<file path="config.mk">
export PLATFORM = sky130hd
export DESIGN_NAME = alu_seq
export DESIGN_NICKNAME = d
export VERILOG_FILES = /design/src/rtl/alu_seq.sv
export SDC_FILE = /design/constraint.sdc
export NUM_CORES = 1
export LEC_CHECK = 0
export CAP_MARGIN = 15
export CORE_MARGIN = 1
export CORE_UTILIZATION = 51
export DETAILED_ROUTE_END_ITERATION = 8
export MAX_ROUTING_LAYER = met4
export PLACE_DENSITY = 0.84
export REMOVE_ABC_BUFFERS = 1
export SYNTH_ARGS = -nofsm -noshare
export SYNTH_HDL_FRONTEND = slang
export SYNTH_SLANG_ARGS = --single-unit
</file>
<file path="constraint.sdc">
create_clock -name Clock -period 4.6 [get_ports Clock]
set_input_delay 0.92 -clock Clock [delete_from_list [all_inputs] [get_ports Clock]]
set_output_delay 0.92 -clock Clock [all_outputs]
set_load 0.01 [all_outputs]
</file>
<file path="src/rtl/alu_seq.sv">
// Multi-byte ALU sequencer: splits one 8..32-bit request into per-byte SETUP/EXEC
// steps, chaining the logic carry and folding per-byte flags into one result set.
module alu_seq #(
  parameter int BYTES_W = 2
) (
  input  logic               Clock,
  input  logic               Reset,
  input  logic               Start,
  input  logic [3:0]         OpFirst,
  input  logic [3:0]         OpRest,
  input  logic [BYTES_W-1:0] ByteCount,
  input  logic               MsbFirst,
  input  logic               CarryIn,
  input  logic [4:0]         FlagsIn,
  output logic               Busy,
  output logic               Done,
  output logic [BYTES_W-1:0] ByteSel,
  output logic [3:0]         AluOp,
  output logic               Alu_Assert,
  output logic               LCarryIn,
  output logic [4:0]         FlagsOut
);

  typedef enum logic [1:0] {
    IDLE  = 2'd0,
    SETUP = 2'd1,
    EXEC  = 2'd2,
    DONE  = 2'd3
  } state_t;

  state_t state, next_state;

  logic [BYTES_W:0]   step;
  logic [BYTES_W-1:0] count_q;
  logic [3:0]         op_first_q;
  logic [3:0]         op_rest_q;
  logic               msb_first_q;
  logic               carry_in_q;
  logic               carry_q;
  logic               zero_acc;
  logic               sign_acc;

  logic [BYTES_W-1:0] byte_sel;
  logic               last_step;
  logic               first_step;
  logic               msb_byte;

  // The counter is one bit wider than ByteCount so an all-ones count still terminates.
  assign first_step = (step == '0);
  assign last_step  = (step == {1'b0, count_q});
  assign byte_sel   = msb_first_q ? (count_q - step[BYTES_W-1:0]) : step[BYTES_W-1:0];
  assign msb_byte   = (byte_sel == count_q);

  always_ff @(posedge Clock) begin
    if (Reset) begin
      state <= IDLE;
    end else begin
      state <= next_state;
    end
  end

  always_comb begin
    next_state = state;
    Busy       = 1'b0;
    Done       = 1'b0;
    Alu_Assert = 1'b1;
    AluOp      = 4'd0;
    ByteSel    = '0;
    LCarryIn   = 1'b0;
    case (state)
      IDLE: begin
        if (Start) begin
          next_state = SETUP;
        end
      end
      SETUP: begin
        Busy       = 1'b1;
        AluOp      = first_step ? op_first_q : op_rest_q;
        ByteSel    = byte_sel;
        LCarryIn   = first_step ? carry_in_q : carry_q;
        next_state = EXEC;
      end
      EXEC: begin
        Busy       = 1'b1;
        Alu_Assert = 1'b0;
        AluOp      = first_step ? op_first_q : op_rest_q;
        ByteSel    = byte_sel;
        LCarryIn   = first_step ? carry_in_q : carry_q;
        next_state = last_step ? DONE : SETUP;
      end
      DONE: begin
        Busy       = 1'b1;
        Done       = 1'b1;
        next_state = IDLE;
      end
      default: begin
        next_state = IDLE;
      end
    endcase
  end

  // Request latch, step counter and flag accumulation. FlagsOut is written on the
  // last EXEC edge so it is already valid in the DONE cycle.
  always_ff @(posedge Clock) begin
    if (Reset) begin
      step        <= '0;
      count_q     <= '0;
      op_first_q  <= 4'd0;
      op_rest_q   <= 4'd0;
      msb_first_q <= 1'b0;
      carry_in_q  <= 1'b0;
      carry_q     <= 1'b0;
      zero_acc    <= 1'b1;
      sign_acc    <= 1'b0;
      FlagsOut    <= 5'd0;
    end else begin
      case (state)
        IDLE: begin
          if (Start) begin
            op_first_q  <= OpFirst;
            op_rest_q   <= OpRest;
            count_q     <= ByteCount;
            msb_first_q <= MsbFirst;
            carry_in_q  <= CarryIn;
            step        <= '0;
            carry_q     <= 1'b0;
            zero_acc    <= 1'b1;
            sign_acc    <= 1'b0;
          end
        end
        EXEC: begin
          zero_acc <= zero_acc & FlagsIn[2];
          carry_q  <= FlagsIn[4];
          if (msb_byte) begin
            sign_acc <= FlagsIn[1];
          end
          if (last_step) begin
            FlagsOut <= {FlagsIn[4], FlagsIn[3], zero_acc & FlagsIn[2],
                         msb_byte ? FlagsIn[1] : sign_acc, FlagsIn[0]};
          end else begin
            step <= step + {{BYTES_W{1'b0}}, 1'b1};
          end
        end
        default: begin
        end
      endcase
    end
  end

endmodule

</file>
**Run 1: routing congestion**

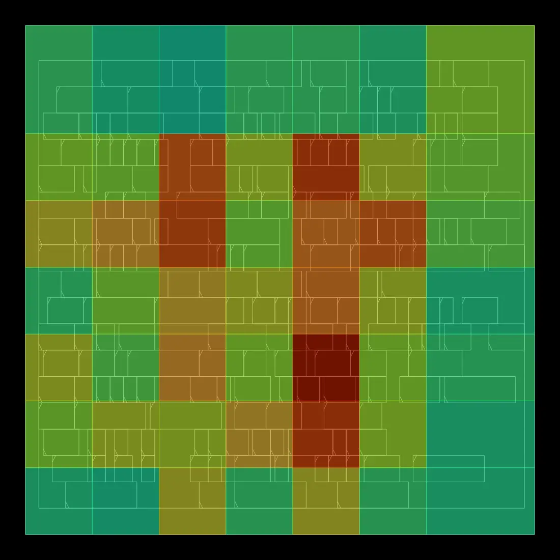
met2 Usage GRT: 0.352
met1 Use GR: 0.291

**Run 1: met1 routing**

Drawn at 10 px/um.
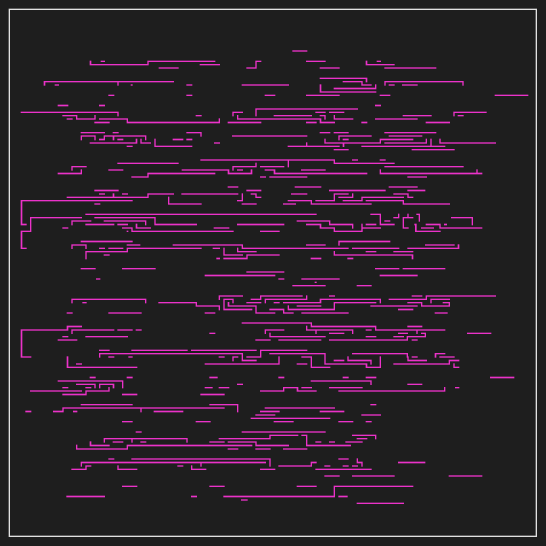
share of all routed wire: 45%
nets with wire on the layer: 178
main direction: horizontal
routed wire length: 2750 um
Via Count: 1152

**Run 1: close-up of the layout**

Region (1, 27) to (26, 52) um. Cells in grey, sequential cells in the stronger grey; small squares are vias.
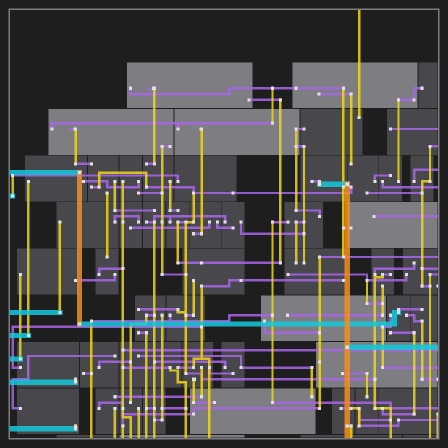
| colour | layer |
|---|---|
| cyan | met3 |
| purple | met1 |
| orange | met4 |
| yellow | met2 |
most frequent: nand2_1 (12), dfxtp_1 (8), clkdlybuf4s50_1 (8)
cells with their middle in the window: 48
netlist names of flops here include: `op_first_q` (2)
sequential cells in the window: 8

==> impl_metrics.json, run 1 <==
{
  "status": "finished, final reports clean",
  "synth-async-reset-ratio": 0,
  "grt_pass1_wl_um": 4510,
  "reg_top3": "FlagsOut x5, op_first_q x4, op_rest_q x4",
  "die_x_um": 52.6,
  "ys_area_um2": 1300,
  "antenna_found_initial": 0,
  "post-route-drc-count": 0,
  "place_congestion": 0.809,
  "wire_per_inst_um": 12.7,
  "cpMostUsedCell": "nor2b_1",
  "die-area_um2": 2760,
  "postRouteAntennaNets": 0,
  "worst-r2r-setup-slack_ns": 2.76,
  "crit_start": "step[1]",
  "flop_area_um2": 500,
  "maxSlewViolCount": 0,
  "cts_resized": 0,
  "critPathSlowestCell": "clkdlybuf4s50_1",
  "grt-busiest-layer": "met2",
  "min_path_cells": 2,
  "r2r_start": "state[0]",
  "fin_crit_ns": 3.25,
  "hold-path-endpoint": "FlagsOut[2]",
  "grt_max_degree": 27,
  "max-slew-margin-rel": 0.373,
  "syn_avg_cell_area_um2": 8.30,
  "htreeDepth": 1,
  "ir_drop_mv": 0.257,
  "ys_dominant_reg_cell": "dfxtp_1",
  "crit_family": "buffers and inverters",
  "clock_skew_ns": 0.00228,
  "largest_register": "FlagsOut",
  "warning_count": 29,
  "place_worst_setup_slack_ns": 1.73,
  "rsz0062_at_grt": "false",
  "power.leakage_nw": 0.668,
  "final_cell_mix": "nand2_1, clkdlybuf4s50_1, dfxtp_1",
  "clkTransAtPathRegs_ns": 0.14,
  "largest_reg_flops": 5,
  "io_pins": 35,
  "wl_met3_um": 163,
  "logic_area_um2": 742,
  "path_class": "register to primary output",
  "power_density_nw_per_um2": 300,
  "dpl-instance-area_um2": 1650,
  "drtIter0Drc": 53,
  "max_cap_viol_count": 0,
  "postCtsSetupRepairBufs": 0,
  "wl_met2_um": 1310,
  "endpoint_kind": "primary output",
  "dp_hpwl_um": 2000,
  "r2r-end": "sign_acc",
  "overflow": 0,
  "cp.arrival_ns": 2.33,
  "fp_util": 0.562,
  "synth.cell_area_um2": 1300,
  "num_rows": 17,
  "holdCritPathClass": "register to register",
  "via_per_inst": 5.33,
  "worst_pin_slew_ns": 0.937,
  "finish.instance_area_um2": 1680,
  "ys.flops": 25,
  "nFillCells": 191,
  "hp-start": "FlagsOut[2]",
  "synthCells": 157,
  "yosysWarnings": 0,
  "cp.required_ns": 3.68,
  "coreArea_um2": 2320,
  "setup_ws_ns": 1.35,
  "areaGrowthSynthToFinish_pct": 28.5,
  "critPathMaxStageDelay_ns": 0.55,
  "path_depth": 6,
  "postSynthSeqShare": 0.384,
  "diodes": 0,
  "clock_sinks": 25,
  "grt_use_total": 0.227,
  "crit_path_max_fanout": 5,
  "setup_viol": 0
}
-- run 1: per-stage QoR --
step	utilization	total power [mW]	hold slack [ns]	std cells
6_report	0.723	0.502	0.466	216
5_1_grt	0.723	0.532	0.485	216
4_1_cts	0.723	0.508	0.468	216
3_5_place_dp	0.711	0.407	0.449	212
3_3_place_gp	0.711	0.402	0.440	212
2_1_floorplan	-	0.342	0.430	150
-- run 1: final cells by class --
type	instances	share of cell area
clock buffers	3	0.0134
well taps	28	0.0209
repair buffers	34	0.203
flip-flops and latches	25	0.299
clock inverters	1	0.00299
multi-input cells	117	0.443
inverters	8	0.0179
-- run 1: kinds of logic (layout without fill, tap and decap cells) --
group / after synthesis / in the layout / share of synthesized area
AOI/OAI and AO/OA: 29 / 29 / 0.131
buffers and inverters: 15 / 46 / 0.0470
and+or+nand+nor: 66 / 66 / 0.248
adders and majority gates: 7 / 7 / 0.0672
DFF: 25 / 25 / 0.384
xor gates and xnor gates: 5 / 5 / 0.0451
muxes: 10 / 10 / 0.0787
-- run 1: report_power, final --
part / switching, mW / leakage (nW) / internal, mW
clock: 0.0671 / 0.0177 / 0.0326
combinational: 0.0808 / 0.446 / 0.0756
sequential: 0.0124 / 0.204 / 0.234
-- run 1: cell usage after synthesis (2+ instances only) --
library cell  count  area share
and2_1            3       0.014
mux2i_1           8       0.061
xor2_1            2       0.013
inv_1             8       0.023
nor2_1            6       0.017
nand2_1          34       0.098
nor3_1            3       0.012
nand3_1           2      0.0077
a32oi_1           2       0.013
o21ai_0           5       0.019
a21oi_1          18       0.069
nor2b_1           7       0.034
ha_1              7       0.067
dfxtp_1          25        0.38
clkbuf_1          5       0.014
nand3b_1          2       0.012
**Run 1: cell sizes after repair**

Drawn at 8 px/um.
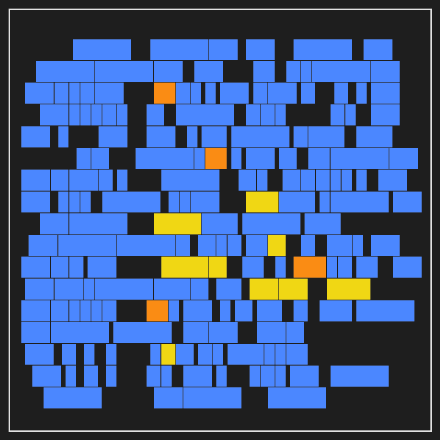

==> inputs of run 2 (changes only) <==
--- a/config.mk
+++ b/config.mk
@@ -7,10 +7,10 @@
 export LEC_CHECK = 0
 export CAP_MARGIN = 15
 export CORE_MARGIN = 1
-export CORE_UTILIZATION = 51
+export CORE_UTILIZATION = 47
 export DETAILED_ROUTE_END_ITERATION = 8
 export MAX_ROUTING_LAYER = met4
-export PLACE_DENSITY = 0.84
+export PLACE_DENSITY = 0.78
 export REMOVE_ABC_BUFFERS = 1
 export SYNTH_ARGS = -nofsm -noshare
 export SYNTH_HDL_FRONTEND = slang
==> constraint.sdc (replaced) <==
create_clock -name Clock -period 3.3 [get_ports Clock]
set_input_delay 0.66 -clock Clock [delete_from_list [all_inputs] [get_ports Clock]]
set_output_delay 0.66 -clock Clock [all_outputs]
set_load 0.01 [all_outputs]
**Run 2: cell sizes after repair**

Drawn at 6 px/um.
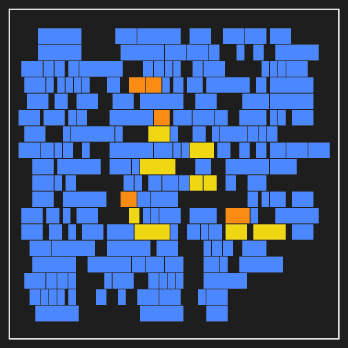
| colour | size | cells | share |
|---|---|---|---|
| orange | drive 3 to 4 | 5 | 2.6% |
| blue | drive 1 or less | 175 | 93% |
| yellow | drive 2 | 9 | 4.8% |
Area Overhead vs Synth: 29.3%
Final WS setup: 0.350 ns
bufs w/o clock: 35

**Run 2: met1 routing**

Drawn at 8 px/um.
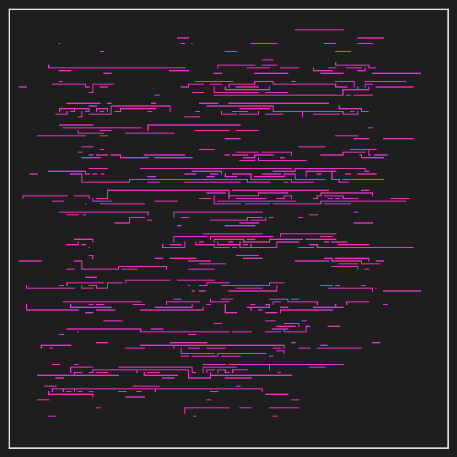
wire length on this layer: 1270 um
share of all routed wire: 47%
main direction: horizontal
nets with wire on the layer: 186
longest straight run: 26.2 um

==> run 2 against run 1 <==
Routed wire length down 2.5%. Critical path depth unchanged. Largest cell class unchanged. Global-route usage decreased by 1.6 points. Cell area rose by 0.60%. Combinational power increased by about 40%. Critical path type unchanged. Sequential share of layout area down 0.18 points. Power is 39% higher. Clock power is 36% higher. Clock-buffer cell count stayed put.
==> impl_metrics.json, run 2 <==
{
  "status": "finished, final reports clean",
  "drt-total-wl_um": 2680,
  "clock_sinks": 25,
  "post-route-drc-count": 0,
  "holdCritPathClass": "register to register",
  "syn_avg_cell_area_um2": 8.30,
  "p_clk_uw": 136,
  "ys_dominant_reg_cell": "dfxtp_1",
  "synthTopLogicFamily": "simple AND/OR/NAND/NOR gates",
  "num_rows": 18,
  "max_cap_viol_count": 0,
  "gr-usage-met2": 0.351,
  "finish.instance_area_um2": 1690,
  "io_pins": 35,
  "r2r-end": "step[0]",
  "max-slew-margin-rel": 0.629,
  "diodes": 0,
  "power-top-group": "registers",
  "dpl-instance-area_um2": 1660,
  "gr-usage-met1": 0.255,
  "warning_count": 29,
  "drtIter0Drc": 13,
  "yosys.area.top_type": "dfxtp_1",
  "yosysWarnings": 0,
  "p_switching_uw": 220,
  "dp_hpwl_um": 2050,
  "die_x_um": 54.7,
  "logic_area_um2": 742,
  "crit_family": "buffers and inverters",
  "postCtsSetupRepairBufs": 0,
  "wire_per_inst_um": 12.2,
  "synth_xor_xnor_area_share": 0.0451,
  "crit_path_max_fanout": 5,
  "ys.flops": 25,
  "vias": 1148,
  "synth_top_area_share": 0.384,
  "synthSimpleGateAreaFrac": 0.248,
  "netlist_top_cells_area": "dfxtp_1, nand2_1, a21oi_1",
  "largest_reg_flops": 5,
  "synth-async-reset-ratio": 0,
  "synth.cell_area_um2": 1300,
  "worst_pin_slew_ns": 0.555,
  "r2r_start": "state[0]",
  "pg_comb_uw": 219,
  "p_comb_frac": 0.314,
  "synthCells": 157,
  "postRouteAntennaNets": 0,
  "cts_resized": 0,
  "largest_register": "FlagsOut",
  "worst-r2r-setup-slack_ns": 1.47,
  "grt-busiest-layer": "met2",
  "coreArea_um2": 2540,
  "cp.required_ns": 2.64,
  "reg_top3": "FlagsOut x5, op_first_q x4, op_rest_q x4",
  "htreeDepth": 1,
  "hp-start": "op_rest_q[0]",
  "final_cell_mix": "nand2_1, clkdlybuf4s50_1, dfxtp_1",
  "grt_use_total": 0.211,
  "fa_ha_area_frac": 0.0672,
  "min_path_cells": 2,
  "finalPower_uw": 697,
  "p_seq_frac": 0.492,
  "fin_crit_ns": 2.95,
  "fin_hold_ws_ns": 0.465,
  "fp_util": 0.512,
  "power.leakage_nw": 0.672,
  "clkPwrFrac": 0.195,
  "mux_share": 0.0787,
  "via_per_inst": 5.24,
  "critPathMaxStageDelay_ns": 0.54,
  "aoi_share": 0.131
}
**Run 2: cells coloured by class**

Drawn at 6 px/um.
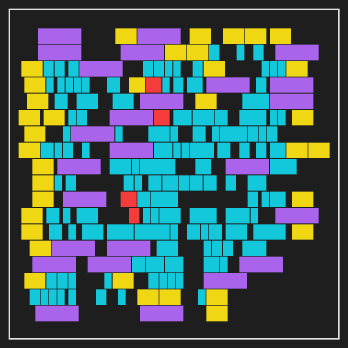
| colour | class | cells |
|---|---|---|
| purple | flops | 25 |
| red | clock drivers and dummy loads | 4 |
| cyan | all other logic | 125 |
| yellow | other buffers and delay cells | 35 |

==> run 2: layout make-up <==
| cell class | instances | area share |
|---|---|---|
| clock buffers | 3 | 0.0134 |
| clock inverters | 1 | 0.00297 |
| inverters | 8 | 0.0178 |
| multi-input cells | 117 | 0.440 |
| flip-flops and latches | 25 | 0.297 |
| well taps | 30 | 0.0223 |
| repair buffers | 35 | 0.206 |
==> run 2: worst reg2reg max path, cell delays in order, from the launching register on <==
cell,delay [ns]
dfxtp_1,0.35
inv_1,0.12
ha_1,0.36
nand3b_1,0.22
o21ai_0,0.39
mux2i_1,0.24
nor2_1,0.05
==> run 2: layer usage <==
metal / share of wire / vias to the layer above / routed length (um)
met1: 0.47 / 526 / 1270
li1: - / 588 / -
met3: 0.044 / 2 / 117
met4: 0.0034 / 0 / 9
met5: 0 / - / 0
met2: 0.48 / 32 / 1280
==> run 2: cell families (layout without fill, tap and decap cells) <==
family	Yosys count	after routing
mux	10	10
compound gates	29	29
buf+inv	15	47
simple gates	66	66
xor+xnor	5	5
flops	25	25
fa+ha+maj	7	7
==> run 2: how the worst max path moves through the flow <==
stage / slack [ns] / start / cells past startpoint / end
final: 0.35 / step[1] / 6 / AluOp[0]
after global routing: 0.17 / step[1] / 6 / AluOp[3]
after CTS: 0.30 / step[1] / 6 / AluOp[0]
after detailed placement: 0.70 / step[1] / 6 / LCarryIn
after global placement: 0.70 / step[1] / 6 / LCarryIn
after floorplan: 1.30 / step[1] / 5 / AluOp[0]
==> run 2: stage by stage <==
stage,worst slack (ns),utilization,std cells
after floorplan,1.30,-,150
after global placement,0.698,0.651,215
after detailed placement,0.703,0.651,215
after CTS,0.303,0.662,219
after global routing,0.167,0.662,219
final,0.350,0.662,219
Power and IR drop assume default switching activity.
